$ cat config.mk
export PLATFORM = sky130hd
export DESIGN_NAME = prio_arbiter8_flat
export DESIGN_NICKNAME = d
export VERILOG_FILES = /design/src/rtl/prio_arbiter8_if.sv /design/src/rtl/prio_arbiter8.sv /design/src/flat_wrapper.sv
export SDC_FILE = /design/constraint.sdc
export NUM_CORES = 1
export LEC_CHECK = 0
export CORE_MARGIN = 2
export CORE_UTILIZATION = 39
export DETAILED_ROUTE_END_ITERATION = 12
export PLACE_DENSITY = 0.83
export SYNTH_ARGS = -nofsm -noshare
export SYNTH_HDL_FRONTEND = slang
export SYNTH_SLANG_ARGS = --single-unit
$ cat constraint.sdc
create_clock -name clk -period 1.3 [get_ports clk]
set_input_delay 0.195 -clock clk [delete_from_list [all_inputs] [get_ports clk]]
set_output_delay 0.195 -clock clk [all_outputs]
set_load 0.1 [all_outputs]
$ cat src/rtl/prio_arbiter8_if.sv
// Handshake bundle between the eight request sources and prio_arbiter8.
// The master side drives requests and ACK; the slave side (the arbiter) drives the grant.
interface prio_arbiter8_if;
  logic       EI;
  logic [7:0] REQ;
  logic       ACK;
  logic [2:0] Y;
  logic       GS;
  logic       EO;
  logic [7:0] PEND;

  modport master (output EI, REQ, ACK, input Y, GS, EO, PEND);
  modport slave  (input EI, REQ, ACK, output Y, GS, EO, PEND);
endinterface

$ cat src/rtl/prio_arbiter8.sv
// Eight-input latched-request arbiter with Y/GS/EO priority-encoder style outputs.
// Define PRIO_ARBITER8_RR_EN for rotating priority; the default build is fixed priority (bit 7 highest).
module prio_arbiter8 (
  input  logic            clk,
  input  logic            rst,
  prio_arbiter8_if.slave  bus
);
  typedef enum logic {IDLE, GRANT} state_t;

  state_t     state_q, state_d;
  logic [7:0] pend_q, pend_d;
  logic [7:0] clr;
  logic [2:0] y_q, y_d;
  logic [2:0] win;

`ifdef PRIO_ARBITER8_RR_EN
  logic [2:0] ptr_q, ptr_d;
  logic [2:0] idx;

  // Walk from the pointer itself (k=8) up to ptr-1 (k=1); the last hit is the most urgent.
  always_comb begin
    win = '0;
    idx = '0;
    for (int k = 8; k >= 1; k--) begin
      idx = ptr_q - 3'(k);
      if (pend_q[idx]) win = idx;
    end
  end
`else
  // Ascending scan so the highest set index wins.
  always_comb begin
    win = '0;
    for (int i = 0; i < 8; i++)
      if (pend_q[i]) win = 3'(i);
  end
`endif

  always_comb begin
    state_d = state_q;
    y_d     = y_q;
    clr     = '0;
`ifdef PRIO_ARBITER8_RR_EN
    ptr_d   = ptr_q;
`endif
    case (state_q)
      IDLE: begin
        if (bus.EI && (pend_q != '0)) begin
          y_d     = win;
          state_d = GRANT;
        end
      end
      GRANT: begin
        if (bus.ACK) begin
          clr     = 8'b1 << y_q;
          state_d = IDLE;
`ifdef PRIO_ARBITER8_RR_EN
          ptr_d   = y_q;
`endif
        end
      end
      default: state_d = IDLE;
    endcase
    // Set wins over clear when the grantee re-requests in its ACK cycle.
    pend_d = (pend_q & ~clr) | bus.REQ;
  end

  always_ff @(posedge clk or posedge rst) begin
    if (rst) begin
      state_q <= IDLE;
      pend_q  <= '0;
      y_q     <= '0;
`ifdef PRIO_ARBITER8_RR_EN
      ptr_q   <= 3'd7;
`endif
    end else begin
      state_q <= state_d;
      pend_q  <= pend_d;
      y_q     <= y_d;
`ifdef PRIO_ARBITER8_RR_EN
      ptr_q   <= ptr_d;
`endif
    end
  end

  assign bus.Y    = y_q;
  assign bus.GS   = (state_q == GRANT);
  assign bus.PEND = pend_q;
  assign bus.EO   = bus.EI & (state_q != GRANT) & (pend_q == '0);
endmodule

$ cat src/flat_wrapper.sv
// flat-port wrapper written by rule: the top's interface ports become plain ports
module prio_arbiter8_flat 
  (clk, rst, bus_EI, bus_REQ, bus_ACK, bus_Y, bus_GS, bus_EO, bus_PEND);
  prio_arbiter8_if bus_i ();
  input  logic clk;
  input  logic rst;
  input wire logic [$bits(bus_i.EI)-1:0] bus_EI;
  input wire logic [$bits(bus_i.REQ)-1:0] bus_REQ;
  input wire logic [$bits(bus_i.ACK)-1:0] bus_ACK;
  output wire logic [$bits(bus_i.Y)-1:0] bus_Y;
  output wire logic [$bits(bus_i.GS)-1:0] bus_GS;
  output wire logic [$bits(bus_i.EO)-1:0] bus_EO;
  output wire logic [$bits(bus_i.PEND)-1:0] bus_PEND;
  assign bus_i.EI = bus_EI;
  assign bus_i.REQ = bus_REQ;
  assign bus_i.ACK = bus_ACK;
  assign bus_Y = bus_i.Y;
  assign bus_GS = bus_i.GS;
  assign bus_EO = bus_i.EO;
  assign bus_PEND = bus_i.PEND;
  prio_arbiter8 u_core (.clk(clk), .rst(rst), .bus(bus_i));
endmodule
Supply network:
Scale: 12 px per µm. Pins as bars on the die edge. Tap cells in grey.
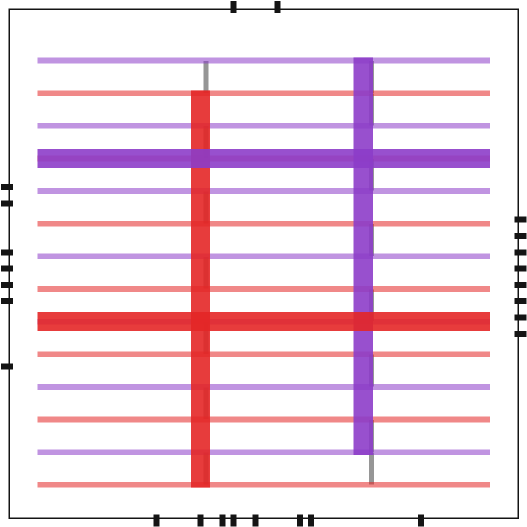
net	colour
VSS	red
VDD	purple
signal pins	25
tap cells	15
met1 rails	14
met4 straps	2
maximum vdd drop: 0.0008744 V
Core Region: 1334 µm²
overall die height: 42.29 µm
Die X: 42.29 µm

Placement by cell class:
Scale: 12 px per µm. Fill, decap, tap and diode cells in grey.
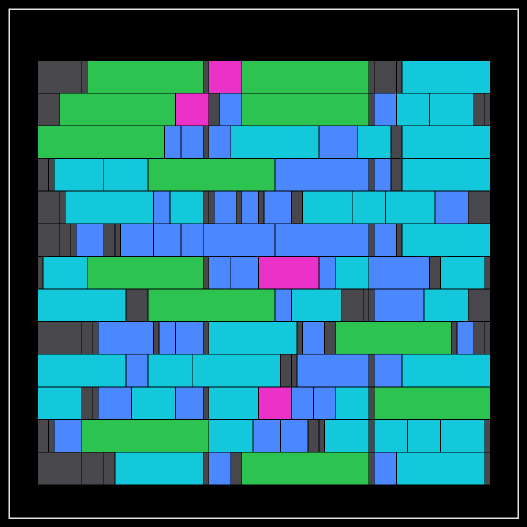
class	colour	cells
sequential cells	green	12
remaining logic cells	blue	43
remaining buffers and delay cells	cyan	37
clock drivers and dummy loads	magenta	4

==> summary.txt <==
impl run done, here's what came out: IO Pins=25, post-DR vias/cell=approximately 5.5, TNS Setup=-590.9 ps, Slew @ Worst Pin=around 480 ps, Comb power frac=0.376, LEAKAGE=approximately 0.00051 µW, Top cells by area=dfrtp_1 (53%), nand2b_1 (12%), nor4_4 (7.4%), o21ai_0 (7.0%), a21oi_1 (2.6%), Routed Antenna Nets=0, Final WS setup=-405.3 ps, Critical Path, Cell by Cell=nor4_4, nand2_1, nor2_4, buf_12, Worst Path Arrival=1510 ps, Mapped Cells=55, RR Endpoint=u_core.bus.GS, First-pass DRT Iterations=4, Yosys chip area=~570 µm², Final min period=1705 ps, CTS Buf Count=3, CTS clock-pin slew for the worst setup and hold paths=roughly 80 ps, clock sink count=12, clk_skew=between 6 and 7 ps, # setup viols final=5, Syn Area/Cell=10.40 µm², Die Size=about 1800 µm², max-slew violation count=0, critical path endpoint category=output port, number of global-route vias before repair=around 670, CTS max path bufs=2, CP startpoint kind=flop, FF-to-FF setup slack=-70 ps, worst skew pair latency=between 200 and 300 ps, Pwr Total=between 1000 and 1500 µW, R2R depth=4, Yosys Instances=between 50 and 60, post-detail-place hpwl=between 1000 and 1500 µm, register area share after synthesis=0.5252, largest net degree at the start of global routing=13, Cell Rows=13, n_diodes=0, Hold Path Class=input port to asynchronous set/reset pin, Worst slew margin=0.6818, max_cap viols=0, sequential fraction of design power=0.367, Core Util, Final=0.8856, tool warning count=29, Root Buffer=clkbuf_4, Internal Dissipation=760.5 µW, RSZ-0062 raised after global routing=yes, Psw=453.1 µW, synthesized area=571.8 µm², IO Port Bufs=24, critical-path maximum fanout=2, clock share of power=0.257, Vias=approximately 610, total wire length=around 2000 µm, Top cell excl fill/tap=buf_12, final net count=109, Final Hold Fails=0, Total Routing Usage GR=0.2462, P&R area growth vs syn=106.6%, Setup CP Type=flop to output port, initial core utilization=0.4287, Nets at Floorplan=between 60 and 70, CTS tree=yes, synth unique cells=16, status=finished, violations left, Congestion Overflow GR=0, failing checks=setup timing, first-pass GRT wire length=3132 µm, DRC Markers=0, Peak Freq=about 0.59 GHz, Sw Share=0.3734, DR WL/cell=18.14 µm, post-synth top area cell=dfrtp_1, DRT iter0 DRCs=12, slowest cell on the critical path=dfrtp_4, layout cells sized above 1=0.5208, final RePlAce weighted congestion=0.9037, area share, top type=0.5252, Slowest Stage Delay on Critical Path=approximately 500 ps, Tcrit/Tclk final=1.312, Worst EP required=roughly 1100 ps, YS warnings=0, Post-CTS Hold Buffers=0, PwrDens=slightly above 1000 nW/µm²
Clock wires, drivers and flops:
Scale: 10 px per µm.
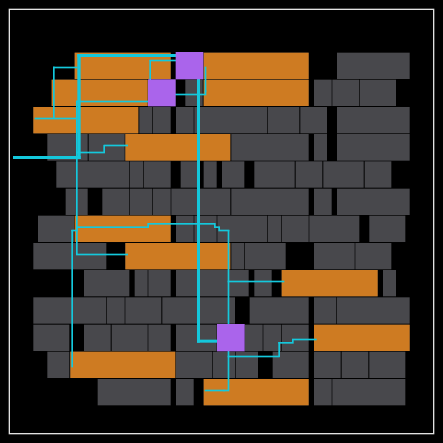
[flip-flops] orange | count: 12
[clock-net drivers] purple | count: 3
[clock wires] cyan | length: 188 µm
routed clock nets	4

Signal wires by layer:
Scale: 12 px per µm.
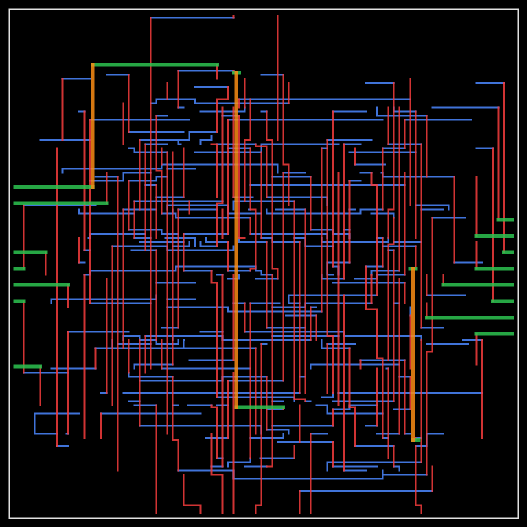
layer	colour	wire length
M3	green	64.6 µm
M4	orange	52.4 µm
M1	blue	796 µm
M2	red	1100 µm

-- logic make-up after synthesis --
logic type,synth area share
buf+inv,0.02625
flops,0.5252
compound gates,0.1816
simple gates,0.2670
-- per-layer routing --
| layer | wire, µm | vias to the layer above | global-route usage |
|---|---|---|---|
| li1 | - | 273 | - |
| met1 | 795 | 310 | 0.2568 |
| met2 | 1100 | 19 | 0.4462 |
| met3 | 64 | 6 | 0.05603 |
| met4 | 52 | 0 | 0.1375 |
| met5 | 0 | - | 0 |
-- per-stage QoR --
step / instance area, µm² / setup slack (ps) / hold slack [ps] / std cells
2_1_floorplan: 619.3 / -504.5 / 59.51 / 55
3_3_place_gp: 1091 / -128.3 / 535.0 / 105
3_5_place_dp: 1091 / -155.4 / 549.2 / 105
4_1_cts: 1154 / -395.6 / 251.2 / 110
5_1_grt: 1181 / -483.8 / 278.9 / 111
6_report: 1181 / -405.3 / 225.6 / 111
-- registers in the layout, indices dropped and copies added, names as in the netlist --
signal and cells:
u_core.bus.GS 1, u_core.bus.PEND 8, u_core.bus.Y 3
-- cells in the mapped netlist --
library cell  instances
a21oi_2               1
o311ai_1              1
a21oi_1               3
dfrtp_1              12
o21a_1                1
nor2_1                3
a21o_2                1
o31ai_1               2
nand3b_1              1
nand2b_1             11
nand2_1               2
nor4_4                2
nor3_1                2
o21ai_0               8
nand3_1               1
inv_1                 4
-- power by group through the flow --
| stage | logic (µW) | registers (µW) | clock network, µW |
|---|---|---|---|
| after floorplan | 64.4 | 623 | 0 |
| after global placement | 431 | 447 | 0 |
| after detailed placement | 438 | 449 | 0 |
| after CTS | 445 | 441 | 303 |
| after global routing | 470 | 449 | 332 |
| final | 456 | 446 | 312 |
-- worst max path at each step --
| stage | startpoint | endpoint | slack (ps) |
|---|---|---|---|
| floorplan | u_core.bus.PEND[7] | bus_EO | -500 |
| global placement | u_core.bus.PEND[7] | bus_EO | -130 |
| detailed placement | u_core.bus.PEND[7] | bus_EO | -160 |
| CTS | u_core.bus.PEND[3] | bus_EO | -400 |
| global route | u_core.bus.PEND[0] | bus_EO | -480 |
| finish | u_core.bus.PEND[0] | bus_EO | -410 |
-- cell type report --
cell class              count  area (µm²)
well taps                  15       18.77
multi-input cells          39       291.5
repair buffers             37       486.7
inverters                   4       15.01
flip-flops and latches     12       332.8
fillers                    56       152.6
clock buffers               4       36.28
-- timing repair --
item	CTS	global route
setup buffers	1	5
resized	3	7
endpoints found under the hold margin	0	0
pin swaps	5	4
endpoints found under the setup margin	6	11
-- worst max-delay path, delay by kind of cell, from the launching register on --
family	cells	cell delay, ps
buf+inv	1	180
flops	1	500
simple gates	3	550
No activity file was given, so power comes from the tool's default toggle rates.
